## config.mk

```make
export PLATFORM = sky130hd
export DESIGN_NAME = div_clk_monitor_flat
export DESIGN_NICKNAME = d
export VERILOG_FILES = /design/src/rtl/div_clk_monitor_if.sv /design/src/rtl/div_clk_monitor.sv /design/src/flat_wrapper.sv
export SDC_FILE = /design/constraint.sdc
export NUM_CORES = 1
export LEC_CHECK = 0
export CORE_MARGIN = 8
export CORE_UTILIZATION = 47
export DETAILED_ROUTE_END_ITERATION = 8
export GPL_TIMING_DRIVEN = 0
export PLACE_DENSITY = 0.83
export RECOVER_POWER = 50
export SLEW_MARGIN = 5
export SYNTH_ARGS = -nofsm -noshare
export SYNTH_HDL_FRONTEND = slang
export SYNTH_SLANG_ARGS = --single-unit
```

## constraint.sdc

```tcl
create_clock -name clk -period 1.8 [get_ports clk]
set_input_delay 0.18 -clock clk [delete_from_list [all_inputs] [get_ports clk]]
set_output_delay 0.18 -clock clk [all_outputs]
set_load 0.05 [all_outputs]
```

## src/rtl/div_clk_monitor_if.sv

```systemverilog
// div_clk_monitor_if: divider-monitor signal bundle; master drives div_in/err_clr, slave is the monitor.
interface div_clk_monitor_if #(parameter int CNT_W = 8);
  logic             div_in;
  logic             err_clr;
  logic             locked;
  logic             err_pulse;
  logic             err_sticky;
  logic [CNT_W-1:0] high_len;
  logic [CNT_W-1:0] low_len;
  logic [15:0]      edge_cnt;
  modport master (output div_in, err_clr,
                  input  locked, err_pulse, err_sticky, high_len, low_len, edge_cnt);
  modport slave  (input  div_in, err_clr,
                  output locked, err_pulse, err_sticky, high_len, low_len, edge_cnt);
endinterface

```

## src/rtl/div_clk_monitor.sv

```systemverilog
// div_clk_monitor: samples a divided clock as data, measures high/low phases, reports lock and timing errors.
// Define DIV_MON_STICKY_EN to enable the latched err_sticky flag cleared by err_clr.
module div_clk_monitor #(
  parameter int HALF_PERIOD = 7,
  parameter int TOL         = 0,
  parameter int LOCK_PHASES = 4,
  parameter int CNT_W       = 8
) (
  input logic              clk,
  input logic              rst,
  div_clk_monitor_if.slave bus
);
  localparam int GW = $clog2(LOCK_PHASES + 1);
  localparam logic [CNT_W-1:0] LO = CNT_W'(HALF_PERIOD - TOL);
  localparam logic [CNT_W-1:0] HI = CNT_W'(HALF_PERIOD + TOL);
  typedef enum logic [1:0] {IDLE, SYNC, LOCKED} state_t;
  state_t           state, state_nx;
  logic             s1, s2, s_prev, toggle, good, stall, err_pulse, err_nx, err_sticky;
  logic [CNT_W-1:0] run_cnt, high_len, low_len;
  logic [GW-1:0]    good_cnt, good_nx;
  logic [15:0]      edge_cnt;
  assign toggle = s2 != s_prev;
  assign good   = run_cnt >= LO && run_cnt <= HI;
  // Stall fires as run_cnt steps onto HI+1; a coincident edge wins since toggle gates it.
  assign stall  = !toggle && state != IDLE && run_cnt == HI;
  always_comb begin
    state_nx = state;
    good_nx  = good_cnt;
    err_nx   = 1'b0;
    if (toggle) begin
      case (state)
        IDLE: begin
          state_nx = SYNC;
          good_nx  = '0;
        end
        SYNC: begin
          good_nx  = good ? good_cnt + 1'b1 : '0;
          err_nx   = !good;
          state_nx = (good && good_nx == GW'(LOCK_PHASES)) ? LOCKED : SYNC;
        end
        LOCKED: begin
          err_nx   = !good;
          state_nx = good ? LOCKED : SYNC;
          good_nx  = good ? good_cnt : '0;
        end
        default: state_nx = IDLE;
      endcase
    end else if (stall) begin
      err_nx   = 1'b1;
      state_nx = IDLE;
      good_nx  = '0;
    end
  end
  always_ff @(posedge clk or posedge rst) begin
    if (rst) begin
      s1        <= 1'b0;
      s2        <= 1'b0;
      s_prev    <= 1'b0;
      run_cnt   <= '0;
      high_len  <= '0;
      low_len   <= '0;
      edge_cnt  <= '0;
      good_cnt  <= '0;
      err_pulse <= 1'b0;
      state     <= IDLE;
    end else begin
      s1        <= bus.div_in;
      s2        <= s1;
      s_prev    <= s2;
      run_cnt   <= toggle ? CNT_W'(1) : (&run_cnt ? run_cnt : run_cnt + 1'b1);
      if (toggle && s_prev) high_len <= run_cnt;
      if (toggle && !s_prev) low_len <= run_cnt;
      if (toggle) edge_cnt <= edge_cnt + 1'b1;
      good_cnt  <= good_nx;
      err_pulse <= err_nx;
      state     <= state_nx;
    end
  end
`ifdef DIV_MON_STICKY_EN
  always_ff @(posedge clk or posedge rst) begin
    if (rst) err_sticky <= 1'b0;
    else     err_sticky <= err_nx | (err_sticky & ~bus.err_clr);
  end
`else
  logic unused_clr;
  assign unused_clr = bus.err_clr;
  assign err_sticky = 1'b0;
`endif
  assign bus.locked     = state == LOCKED;
  assign bus.err_pulse  = err_pulse;
  assign bus.err_sticky = err_sticky;
  assign bus.high_len   = high_len;
  assign bus.low_len    = low_len;
  assign bus.edge_cnt   = edge_cnt;
endmodule

```

## src/flat_wrapper.sv

```systemverilog
// flat-port wrapper written by rule: the top's interface ports become plain ports
module div_clk_monitor_flat 
#(
  parameter int HALF_PERIOD = 7,
  parameter int TOL         = 0,
  parameter int LOCK_PHASES = 4,
  parameter int CNT_W       = 8
)
  (clk, rst, bus_div_in, bus_err_clr, bus_locked, bus_err_pulse, bus_err_sticky, bus_high_len, bus_low_len, bus_edge_cnt);
  div_clk_monitor_if #(.CNT_W(CNT_W)) bus_i ();
  input logic clk;
  input logic rst;
  input wire logic [$bits(bus_i.div_in)-1:0] bus_div_in;
  input wire logic [$bits(bus_i.err_clr)-1:0] bus_err_clr;
  output wire logic [$bits(bus_i.locked)-1:0] bus_locked;
  output wire logic [$bits(bus_i.err_pulse)-1:0] bus_err_pulse;
  output wire logic [$bits(bus_i.err_sticky)-1:0] bus_err_sticky;
  output wire logic [$bits(bus_i.high_len)-1:0] bus_high_len;
  output wire logic [$bits(bus_i.low_len)-1:0] bus_low_len;
  output wire logic [$bits(bus_i.edge_cnt)-1:0] bus_edge_cnt;
  assign bus_i.div_in = bus_div_in;
  assign bus_i.err_clr = bus_err_clr;
  assign bus_locked = bus_i.locked;
  assign bus_err_pulse = bus_i.err_pulse;
  assign bus_err_sticky = bus_i.err_sticky;
  assign bus_high_len = bus_i.high_len;
  assign bus_low_len = bus_i.low_len;
  assign bus_edge_cnt = bus_i.edge_cnt;
  div_clk_monitor #(.HALF_PERIOD(HALF_PERIOD), .TOL(TOL), .LOCK_PHASES(LOCK_PHASES), .CNT_W(CNT_W)) u_core (.clk(clk), .rst(rst), .bus(bus_i));
endmodule
```

==> out/results.txt <==
Setup-violating endpoint count in the final report = 1
Remaining antenna violation count after routing = 0
Grt met2 use = 0.216
Most instantiated logic cell after routing = sky130_fd_sc_hd__dfrtp_1
Final setup slack of the worst path = -110 ps
Max frequency = 0.524 GHz
Critical path endpoint category = register
Vias in the first global route = 1660
Routing usage on met3 = 0.0411
Distinct lib cells = 39
Number of sinks driven by the clock tree = 49
Prevailing logic family in the synthesized netlist = simple AND/OR/NAND/NOR gates
N_taps = 54
Result of the run = finished, violations left
Row count = 25
Buffer depth of the longest clock path = 2
HPWL reported at the end of detailed placement = 3080 µm
Post-synthesis share of cell area spent on and-or and or-and gates = 0.0474
Total core area = 0.00469 mm²
Routed via count divided by cell count = 5.41
Pwr Density = 1100 mW/mm²
Mean area per synthesized cell = 11.8 µm²
Violated checks = negative setup slack
Worst slack, placed = -141 ps
Post-route standard cell area excluding fillers = 0.00293 mm²
Post-detailed-route DRC marker count = 0
Num sequential = 49
Pins over their slew limit = 0
Filler instances = 360
Number of violations of the max-capacitance limit = 0
Proportion of register bits with asynchronous set or reset after synthesis = 1.00
Flops out of synthesis = 49
Final clock skew = 6.84 ps
Highest net fanout along the worst path = 8
Starting DRT DRC Count = 46
Worst slew pin tran = 989 ps
==> sequential cells by signal, summed over array words and instances (netlist names) <==
name                  count
u_core.bus.edge_cnt      16
u_core.bus.err_pulse      1
u_core.bus.high_len       8
u_core.bus.low_len        8
u_core.good_cnt           3
u_core.run_cnt            8
u_core.s1                 1
u_core.s2                 1
u_core.s_prev             1
u_core.state              2
==> critical path: stages (launching register included) <==
cell and delay (ps):
sky130_fd_sc_hd__dfrtp_1 380, sky130_fd_sc_hd__buf_6 140, sky130_fd_sc_hd__or3_4 400, sky130_fd_sc_hd__or4_4 450, sky130_fd_sc_hd__o31a_4 150, sky130_fd_sc_hd__mux2_4 290
==> power breakdown <==
part           total [mW]  internal (mW)  switching, mW
Sequential           1.39           1.24          0.146
Combinational        1.09          0.391          0.697
Clock               0.748          0.404          0.344
==> images/pdn.png <==
Scale bar: 20 µm. Pins as bars on the die edge.
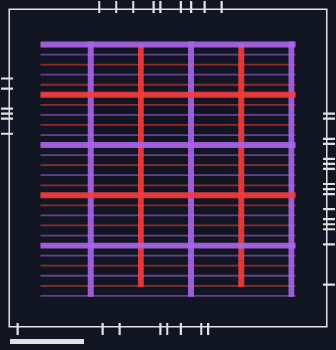
VSS -> purple
VDD -> red
met5 straps = 5
rows = 25
met4 straps = 5
signal pins = 39

==> images/cell_classes.png <==
Fill, decap, tap and diode cells in grey.
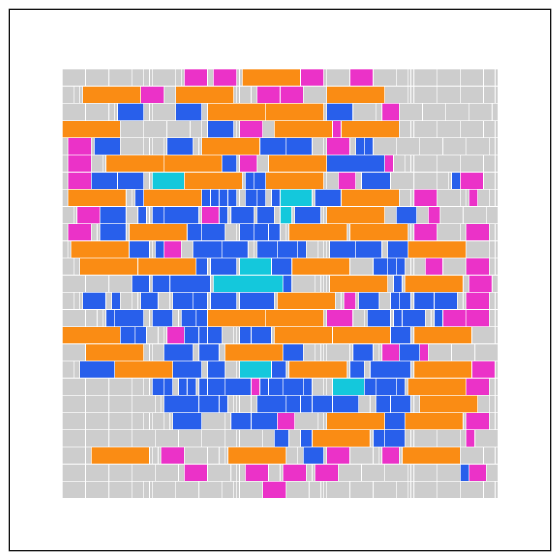
all other logic -> blue  # cells 137, share of their area 38%
flip-flops -> orange  # cells 49, share of their area 43%
other buffers and delay cells -> magenta  # cells 53, share of their area 16%
clock drivers and dummy loads -> cyan  # cells 7, share of their area 3.6%

==> images/clock_map.png <==
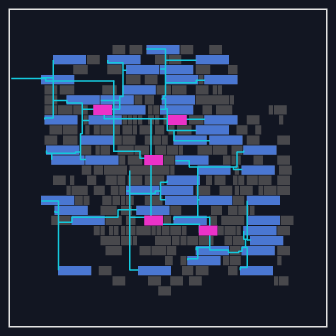
clock wires -> cyan  # length 522 µm
flip-flops -> blue  # count 49
cells driving clock nets -> magenta  # count 5
routed clock nets = 6

==> images/metal_stack.png <==
Scale bar: 20 µm. Only two layers are drawn.
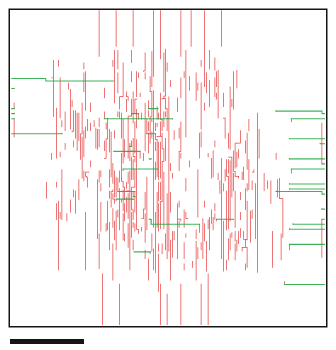
met3 -> green  # wire length 244 µm
met2 -> red  # wire length 2170 µm

Power is estimated from default activity; no workload was simulated.
